File: config.mk
export PLATFORM = sky130hd
export DESIGN_NAME = mem_load_unit
export DESIGN_NICKNAME = d
export VERILOG_FILES = /design/src/rtl/mem_pkg.sv /design/src/rtl/load_extract.sv /design/src/rtl/mem_load_unit.sv
export SDC_FILE = /design/constraint.sdc
export NUM_CORES = 1
export LEC_CHECK = 0
export ABC_AREA = 1
export CAP_MARGIN = 10
export CELL_PAD_IN_SITES_DETAIL_PLACEMENT = 1
export CELL_PAD_IN_SITES_GLOBAL_PLACEMENT = 2
export CORE_AREA = 8 8 151 153
export CTS_BUF_LIST = sky130_fd_sc_hd__clkbuf_16
export DETAILED_ROUTE_END_ITERATION = 16
export DIE_AREA = 0 0 159 161
export HOLD_SLACK_MARGIN = 0.03
export PLACE_DENSITY = 0.87
export SETUP_SLACK_MARGIN = 0.1
export SLEW_MARGIN = 20
export SYNTH_ARGS = -nofsm -noshare
export SYNTH_HDL_FRONTEND = slang
export SYNTH_HIERARCHICAL = 1
export SYNTH_SLANG_ARGS = --single-unit
File: constraint.sdc
create_clock -name clk -period 5.2 [get_ports clk]
set_input_delay 0.78 -clock clk [delete_from_list [all_inputs] [get_ports clk]]
set_output_delay 0.78 -clock clk [all_outputs]
set_load 0.1 [all_outputs]
File: src/rtl/mem_pkg.sv
// mem_pkg: shared definitions for the load unit.
//   - address-space codes (ALU_out[31:28])
//   - load-type codes and the decode of the raw 3-bit MemRead field
//   - load-unit FSM state encoding
//   - misalignment helper
package mem_pkg;

    localparam logic [3:0] SPC_DMEM     = 4'b0001;
    localparam logic [3:0] SPC_IMEM     = 4'b0010;
    localparam logic [3:0] SPC_DMEM_ALT = 4'b0011;
    localparam logic [3:0] SPC_BIOS     = 4'b0100;
    localparam logic [3:0] SPC_IO       = 4'b1000;

    typedef enum logic [2:0] {
        LD_NONE = 3'd0,
        LD_LB   = 3'd1,
        LD_LH   = 3'd2,
        LD_LW   = 3'd3,
        LD_LBU  = 3'd4,
        LD_LHU  = 3'd5
    } ld_type_e;

    typedef enum logic {
        ST_IDLE    = 1'b0,
        ST_IO_WAIT = 1'b1
    } lsu_state_e;

    // Codes 6 and 7 are unused encodings and behave as no load.
    function automatic ld_type_e decode_ld(input logic [2:0] raw);
        if (raw > 3'd5) return LD_NONE;
        return ld_type_e'(raw);
    endfunction

    function automatic logic is_misaligned(input ld_type_e t, input logic [1:0] off);
        return ((t == LD_LW) && (off != 2'b00)) ||
               (((t == LD_LH) || (t == LD_LHU)) && off[0]);
    endfunction

endpackage

File: src/rtl/load_extract.sv
// load_extract: combinational byte/half/word select plus sign/zero extension.
//   ld_type  : load type code (mem_pkg::ld_type_e values)
//   offset   : byte offset within the word
//   word_in  : raw 32-bit read word
//   data_out : aligned, extended result (0 for no load)
module load_extract
    import mem_pkg::*;
(
    input  logic [2:0]  ld_type,
    input  logic [1:0]  offset,
    input  logic [31:0] word_in,
    output logic [31:0] data_out
);

    logic [7:0]  byte_v;
    logic [15:0] half_v;

    always_comb begin
        case (offset)
            2'd0:    byte_v = word_in[7:0];
            2'd1:    byte_v = word_in[15:8];
            2'd2:    byte_v = word_in[23:16];
            default: byte_v = word_in[31:24];
        endcase
        half_v = offset[1] ? word_in[31:16] : word_in[15:0];

        case (ld_type)
            LD_LB:   data_out = {{24{byte_v[7]}}, byte_v};
            LD_LBU:  data_out = {24'b0, byte_v};
            LD_LH:   data_out = {{16{half_v[15]}}, half_v};
            LD_LHU:  data_out = {16'b0, half_v};
            LD_LW:   data_out = word_in;
            default: data_out = 32'b0;
        endcase
    end

endmodule

File: src/rtl/mem_load_unit.sv
// mem_load_unit: MEM-stage load path. Captures the EX-stage load, selects the
// read source by address space, aligns/extends the result, and runs a small
// IDLE/IO_WAIT FSM for variable-latency IO reads.
//   clk, rst         : clock, synchronous active-low reset
//   stall, flush     : pipeline hold / kill of the in-flight load
//   ALU_out          : EX effective address;  MemRead_EX : EX load type
//   DMem_Data_R      : DMem read data (1-cycle); bios_Data_R : BIOS read data
//   IO_Data_R        : IO read data, valid with IO_rd_ack
//   IO_rd_req/addr   : IO read request (level) and word address
//   Load_Data/valid  : load result and its valid
//   Load_stall       : stall request while IO read pending
//   Load_misaligned  : misaligned-load flag
// Optional feature macro: LOAD_MISALIGN_TRAP_EN (flag and zero misaligned
// loads, and keep misaligned IO loads off the IO bus).
module mem_load_unit
    import mem_pkg::*;
(
    input  logic        clk,
    input  logic        rst,
    input  logic        stall,
    input  logic        flush,
    input  logic [31:0] ALU_out,
    input  logic [2:0]  MemRead_EX,
    input  logic [31:0] DMem_Data_R,
    input  logic [31:0] bios_Data_R,
    input  logic [31:0] IO_Data_R,
    input  logic        IO_rd_ack,
    output logic        IO_rd_req,
    output logic [13:0] IO_rd_addr,
    output logic [31:0] Load_Data,
    output logic        Load_valid,
    output logic        Load_stall,
    output logic        Load_misaligned
);

    ld_type_e   type_q, type_d, new_type;
    logic [1:0] off_q, off_d;
    logic [3:0] spc_q, spc_d;
    logic [13:0] waddr_q, waddr_d;
    lsu_state_e state_q, state_d;
    logic       hold_vld_q, hold_vld_d;
    logic [31:0] hold_data_q, hold_data_d;

    logic        io_wait, io_busy, cap_en, new_io, new_trap, trap_mis, valid_raw;
    logic [31:0] raw_word, ext_data, data_raw;
    logic        unused_addr;

    assign unused_addr = ^ALU_out[27:16];

`ifdef LOAD_MISALIGN_TRAP_EN
    assign new_trap = is_misaligned(new_type, ALU_out[1:0]);
    assign trap_mis = is_misaligned(type_q, off_q);
`else
    assign new_trap = 1'b0;
    assign trap_mis = 1'b0;
`endif

    // Capture / FSM next-state
    always_comb begin
        new_type = decode_ld(MemRead_EX);
        io_wait  = (state_q == ST_IO_WAIT);
        io_busy  = io_wait & ~IO_rd_ack;
        // A pending IO read holds the captured load even if the pipeline
        // has not yet reacted to Load_stall.
        cap_en   = ~stall & ~io_busy;
        new_io   = (new_type != LD_NONE) && (ALU_out[31:28] == SPC_IO) && !new_trap;

        type_d  = type_q;
        off_d   = off_q;
        spc_d   = spc_q;
        waddr_d = waddr_q;
        if (cap_en) begin
            type_d  = new_type;
            off_d   = ALU_out[1:0];
            spc_d   = ALU_out[31:28];
            waddr_d = ALU_out[15:2];
        end
        if (flush) type_d = LD_NONE;

        // The ack edge normally returns to IDLE; a back-to-back IO load
        // captured on that same edge goes straight into its own wait.
        if (flush)                  state_d = ST_IDLE;
        else if (io_busy)           state_d = ST_IO_WAIT;
        else if (cap_en && new_io)  state_d = ST_IO_WAIT;
        else                        state_d = ST_IDLE;
    end

    // Source select and result
    always_comb begin
        case (spc_q)
            SPC_DMEM, SPC_DMEM_ALT: raw_word = DMem_Data_R;
            SPC_BIOS:               raw_word = bios_Data_R;
            SPC_IO:                 raw_word = IO_Data_R;
            default:                raw_word = 32'b0;
        endcase

        if (type_q == LD_NONE)   valid_raw = 1'b0;
        else if (io_wait)        valid_raw = IO_rd_ack & ~flush;
        else if (spc_q == SPC_IO) valid_raw = trap_mis;  // trapped IO load never waits
        else                     valid_raw = 1'b1;

        data_raw = (valid_raw && !trap_mis) ? ext_data : 32'b0;

        // Freeze the first valid result seen under stall; memory read
        // data is free to change while the pipeline is held.
        hold_vld_d  = hold_vld_q;
        hold_data_d = hold_data_q;
        if (!stall) begin
            hold_vld_d = 1'b0;
        end else if (!hold_vld_q && valid_raw) begin
            hold_vld_d  = 1'b1;
            hold_data_d = data_raw;
        end
    end

    load_extract u_extract (
        .ld_type  (type_q),
        .offset   (off_q),
        .word_in  (raw_word),
        .data_out (ext_data)
    );

    always_ff @(posedge clk) begin
        if (!rst) begin
            state_q     <= ST_IDLE;
            type_q      <= LD_NONE;
            off_q       <= 2'b0;
            spc_q       <= 4'b0;
            waddr_q     <= 14'b0;
            hold_vld_q  <= 1'b0;
            hold_data_q <= 32'b0;
        end else begin
            state_q     <= state_d;
            type_q      <= type_d;
            off_q       <= off_d;
            spc_q       <= spc_d;
            waddr_q     <= waddr_d;
            hold_vld_q  <= hold_vld_d;
            hold_data_q <= hold_data_d;
        end
    end

    assign IO_rd_req       = io_wait;
    assign IO_rd_addr      = waddr_q;
    assign Load_stall      = io_busy;
    assign Load_valid      = hold_vld_q | valid_raw;
    assign Load_Data       = hold_vld_q ? hold_data_q : data_raw;
    assign Load_misaligned = trap_mis & Load_valid;

endmodule

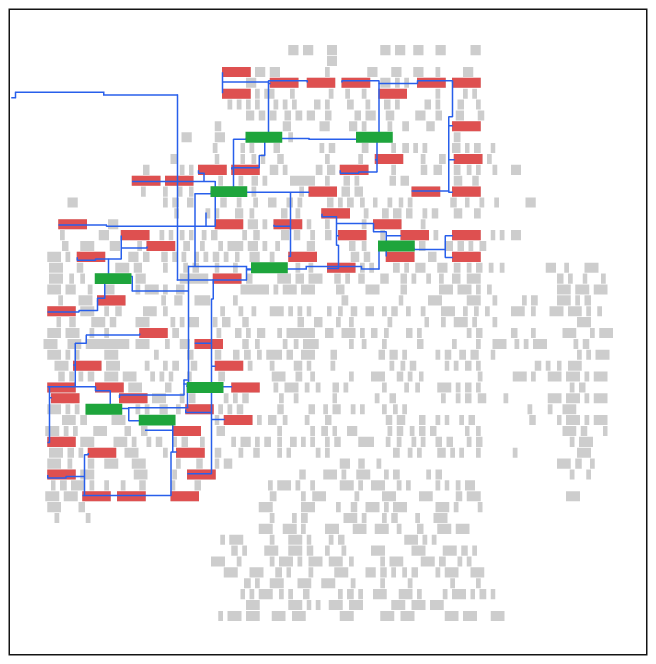
(run_1/clock_map.png)
Drawn at 4 px/um.
legend:
  red:
    item: flip-flops
    count: 57
  green:
    item: cells driving clock nets
    count: 9
  blue:
    item: clock wires
    length: 978 um
routed clock nets: 10

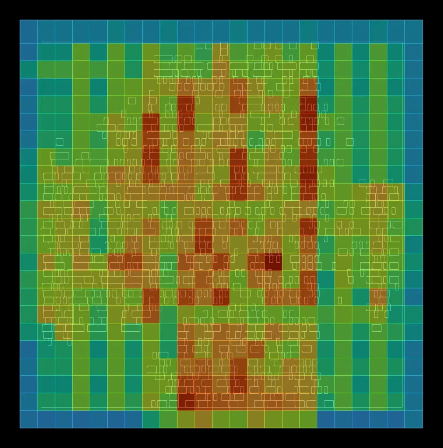
(run_1/final_congestion.png)
final core occ: 0.315
met3 usage: 0.0430

==> CHANGELOG.md, run 1 <==
### Metrics

* Kind of critical path: register to output pin
* Dpl ws at ~1.4 ns
* Leak at 2.93 nW
* Most common flop cell mapped by yosys: dfxtp_1
* Slowest cell on crit path: inv_1
* Final nets at between 1000 and 1500
* CTS buffer count at 9
* Clock buf count at 9
* Critical path endpoint category: output pin
* Overall die area at about 0.026 mm2
* Post-CTS setup buffers at 0
* Synth flops at roughly 57
* Combinational Gates at 587
* Register area share after synthesis at 0.260
* TAP cells at 275
* Arrival time at the worst endpoint at 3.28 ns
* Layout cells sized above 1 at 0.109
* Crit path to: Load_Data[7]
* Worst-Margin Slew at 1.00 ns
* Floorplan core area at about 0.02 mm2
* FA/HA/MAJ Cells, Area Fraction at 0
* Yosys Instances at approximately 750
* FF-to-FF path depth at 16
* Total GRT Usage at 0.150
* Post-Route Setup TNS at 0 ns
* CP Cell Sequence: inv_1 -> nor2_1 -> nand2_2 -> inv_1 -> nand2_1 -> nand3_1 -> inv_1 -> nand2_2 -> nand3_2 -> nand2_2 -> nand2_4 -> nand3_1 -> inv_1 -> nor2_1 -> nand2_1 -> nand2_1 -> buf_4
* Cells after DPL at ~1200
* Status: completed
* Dominant cell area share at 0.260
* Unrepaired setup endpoints after global routing: no
* Cell variety after synth at 28
* Yosys xor share at 0
* Crit start category: register
* Vias in the first global route at approximately 5600
* FFs w/ async S/R, synth at 0
* Cell depth of the worst setup path at 17
* First-pass GRT wire length at 30800 um
* Post-route DRC at 0
* Post-synth mux share at 0
* Syn_nets at approximately 890
* Max Clock Skew at ~0.0074 ns
* Area leader, netlist: dfxtp_1
* Max_slew headroom at 0.329
* Met3 WL at around 1000 um
* Final Hold Viols at 0
* Largest register by flop count: hold_data_q
* Non-CTS buffers at about 180
* H-tree Lvls at 3
* I/O Pins at between 150 and 200
* Cell Pwr Density at between 200 and 250 mW/mm2
* # rows at approximately 53
* Final WL at between 15000 and 20000 um
* Flop2flop setup slack at around 2.5 ns
* Final Cell Area at roughly 0.0065 mm2
* Latency at later pin at 0.33 ns
* Max VDD drop at 0.000227 V
* Vias per cell at 4.53
* Synth Instances at approximately 750
* Most instantiated cells after synthesis: nand2_1 (271), nand3_1 (93), nor2_1 (71), dfxtp_1 (57), inv_1 (54)
* Initial DRC Count at approximately 250
* Init Core Util at 0.214
* CTS Hold Bufs at 0
* Wire per inst at between 15 and 20 um
* Flip-flops at roughly 57
* Die width at ~160 um
* Hold_ws at ~0.46 ns
* IO Port Bufs at approximately 170
* Critical path fanouts, max at 25
* Max Used Layer: met4
* Vias at 5336
* Met1 WL at around 8200 um
* Power, Total at between 1 and 1.5 mW
* Footprint of the multi-input gates at about 0.0027 mm2
* Yosys warns at 6
* Cts repair resizes at 0
* Period utilization at 0.780
* Synthesized area at roughly 0.0044 mm2
* Largest class: combinational gates
* Grt total ovfl at 0
* Synth area leaders: dfxtp_1 (26%), nand2_1 (23%), nand3_1 (11%)
* Seq area share at 0.176
* Root Buffer: clkbuf_16
* Post-Layout Cell Count at 1177
* CTS tree: built
* ANT nets after route at 0
* Die H at between 150 and 200 um
* Slowest stage delay, CP at between 0.5 and 0.6 ns
* Combinational share of cell area at 0.425
* Top-count cell post-synth: nand2_1
* Largest net degree at the start of global routing at 33
* Inverters at around 60
* Hold path startpoint: hold_data_q[2]
* CP required at ~4.4 ns
* Yosys stat chip area at between 0.004 and 0.005 mm2
* Synth Area in Compound Gates at 0.0895
* Type of the worst min-delay path: register to register
* Final setup vio count at 0
* Synth-to-Final Area Change at 47.5%
* CP delay by family, top: simple AND/OR/NAND/NOR gates
* Area post-placement at 0.00619 mm2
* Hold Path Sink: hold_data_q[2]
* Clk sink count at approximately 57
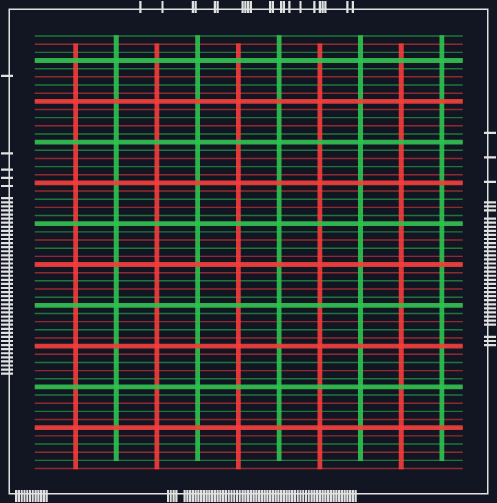
(run_1/pdn.png)
Drawn at 3 px/um. Pins as bars on the die edge.
legend:
  red:
    net: VSS
  green:
    net: VDD
met1 rails: 54
met4 straps: 10
signal pins: 186
met5 straps: 10

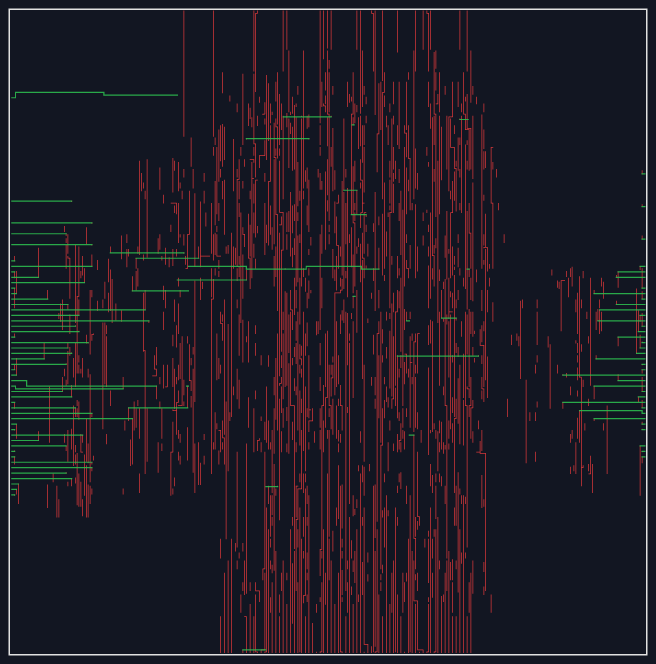
(run_1/metal_stack.png)
Drawn at 4 px/um. Only two layers are drawn.
legend:
  green:
    layer: met3
    wire_length: 1030 um
  red:
    layer: met2
    wire_length: 9800 um

-- run 1: report_power, final --
group / leakage [nW] / internal, mW / switching [mW]
logic: 2.33 / 0.157 / 0.279
clock network: 0.134 / 0.364 / 0.208
registers: 0.465 / 0.453 / 0.0135
-- run 1: cell usage in the layout, fill, tap and decap left out, drive strengths merged --
cell,n
nand2,284
clkdlybuf4s50,139
nand3,113
nor2,74
dfxtp,57
inv,57
buf,44
a21oi,43
o21ai,34
nand4,33
clkbuf,9
clkinv,6
clkinvlp,2
and2,2
a211oi,1
nor3,1
conb,1
bufinv,1
nand3b,1
-- run 1: per-layer routing --
layer | vias to the layer above | track usage
met5 | - | 0
met4 | 0 | 0.0343
met3 | 13 | 0.0430
met2 | 117 | 0.271
met1 | 2484 | 0.172
li1 | 2722 | -
==> run 1 -> run 2 <==
- CORE_AREA: 8 8 151 153 -> 8 8 161 163
- DIE_AREA: 0 0 159 161 -> 0 0 169 171
- PLACE_DENSITY: 0.87 -> 0.8
- clock period: 5.2 -> 3.6 ns (I/O delays scaled with it)
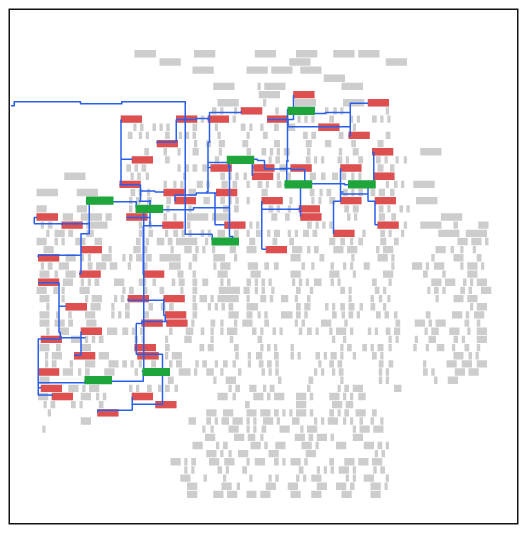
(run_2/clock_map.png)
Drawn at 3 px/um.
legend:
  green:
    item: cells driving clock nets
    count: 9
  blue:
    item: clock wires
    length: 1000 um
  red:
    item: flip-flops
    count: 57
routed clock nets: 10

==> CHANGELOG.md, run 2 <==
### Metrics

* Power, Total at between 2 and 2.5 mW
* Post-route DRC at 0
* Final setup vio count at 0
* Final Hold Viols at 0
* CTS Hold Bufs at 0
* Synth area leaders: dfxtp_1 (26%), nand2_1 (23%), nand3_1 (11%)
* Combinational share of power at 0.320
* Final nets at ~1000
* Post-Route Setup TNS at 0 ns
* Max Clock Skew at ~0.0059 ns
* CP Cell Sequence: inv_1 -> nor2_1 -> nand2_2 -> clkinvlp_4 -> nand2_1 -> nand3_1 -> inv_1 -> nand2_4 -> nand3_2 -> nand2_2 -> nand2_8 -> nand3_2 -> inv_1 -> nor2_1 -> nand2_1 -> nand2_1 -> buf_12
* Hold path startpoint: hold_data_q[29]
* Most common flop cell mapped by yosys: dfxtp_1
* FFs w/ async S/R, synth at 0
* Kind of critical path: register to output pin
* Clock network fraction of total power at 0.361
* TAP cells at approximately 320
* Synth-to-Final Area Change at 60.5%
* # rows at 56
* CTS tree: built
* Synthesized area at 0.00439 mm2
* I/O Pins at 186
* Total GRT Usage at 0.137
* Floorplan core area at 0.0233 mm2
* Yosys Instances at approximately 750
* Combinational Gates at 587
* P_comb at 0.676 mW
* Dpl ws at 0.446 ns
* Cell-internal power at around 1.4 mW
* Syn_nets at around 900
* H-tree Lvls at 3
* Met2 GRT Util at 0.244
* Layout cells sized above 1 at 0.128
* Root Buffer: clkbuf_16
* Register area share after synthesis at 0.260
* Max_slew headroom at 0.329
* P_seq at 0.671 mW
* Yosys stat chip area at between 0.004 and 0.005 mm2
* Yosys warns at 6
* Dominant cell area share at 0.260
* Clock buf count at 9
* Sw frac at 0.353
* FF-to-FF path depth at 15
* Crit path to: Load_Data[9]
* CP delay by family, top: simple AND/OR/NAND/NOR gates
* Flip-flops at around 57
* Pwr top: the clock network
* NetSw at roughly 0.74 mW
* Critical path endpoint category: output pin
* Die H at roughly 170 um
* Init Core Util at 0.189
* Overall die area at about 0.029 mm2
* Vias at roughly 5400
* Clk pwr at 0.762 mW
* First-pass GRT wire length at 31000 um
* Post-Layout Cell Count at between 1000 and 1500
* Cell variety after synth at 28
* IO Port Bufs at about 170
* Most instantiated cells after synthesis: nand2_1 (271), nand3_1 (93), nor2_1 (71), dfxtp_1 (57), inv_1 (54)
* Slowest cell on crit path: dfxtp_1
* Seq area share at 0.162
* Flop2flop setup slack at between 1 and 1.5 ns
* Type of the worst min-delay path: register to register
* Met1 usage at 0.155
* Most Crowded Layer GR: met2
* Worst-Margin Slew at about 1 ns
* Cell depth of the worst setup path at 17
* Max VDD drop at approximately 0.00029 V
* CP required at 3.06 ns
* Initial DRC Count at about 260
* Latency at later pin at approximately 0.33 ns
* Synth Instances at between 700 and 800
* Cell Pwr Density at 299 mW/mm2
* Status: completed
* Die width at between 150 and 200 um
* Critical path fanouts, max at 25
* Arrival time at the worst endpoint at roughly 2.7 ns
* Area post-placement at a little under 0.007 mm2
* Final core occ at 0.303
* Slowest stage delay, CP at about 0.33 ns
* Unrepaired setup endpoints after global routing: no
* Top cell excl fill/tap: nand2_1
* Final Cell Area at 0.00704 mm2
* Grt total ovfl at 0
* Period utilization at 0.892
* Wire per inst at 16.2 um
* CTS buffer count at 9
## run 2: cell types whose count changed in the layout (fill, tap and decap cells not counted), moves of 2 or more
cell	previous run	this run
clkinv_1	5	3
buf_12	0	34
buf_4	44	22
inv_1	54	52
nor2_1	70	68
clkinvlp_4	2	5
## run 2: cell families (layout without fill, tap and decap cells)
family,after synthesis,after routing,share of synthesized area
AOI/OAI and AO/OA,78,78,0.0895
buffers and inverters,107,269,0.115
DFF,57,57,0.260
other,1,1,0.000854
and+or+nand+nor,508,508,0.535
## run 2: per-layer routing
layer	wire (um)	part of all wire	vias to the layer above
met5	0	0	-
met4	368	0.018	0
met3	1160	0.058	21
met2	9840	0.49	128
met1	8550	0.43	2529
li1	-	-	2739
## run 2: repair_timing
action	in CTS	in global routing
gates resized	0	7
setup buffers	0	2
endpoints found under the setup margin	0	28
Power and IR drop assume default switching activity.
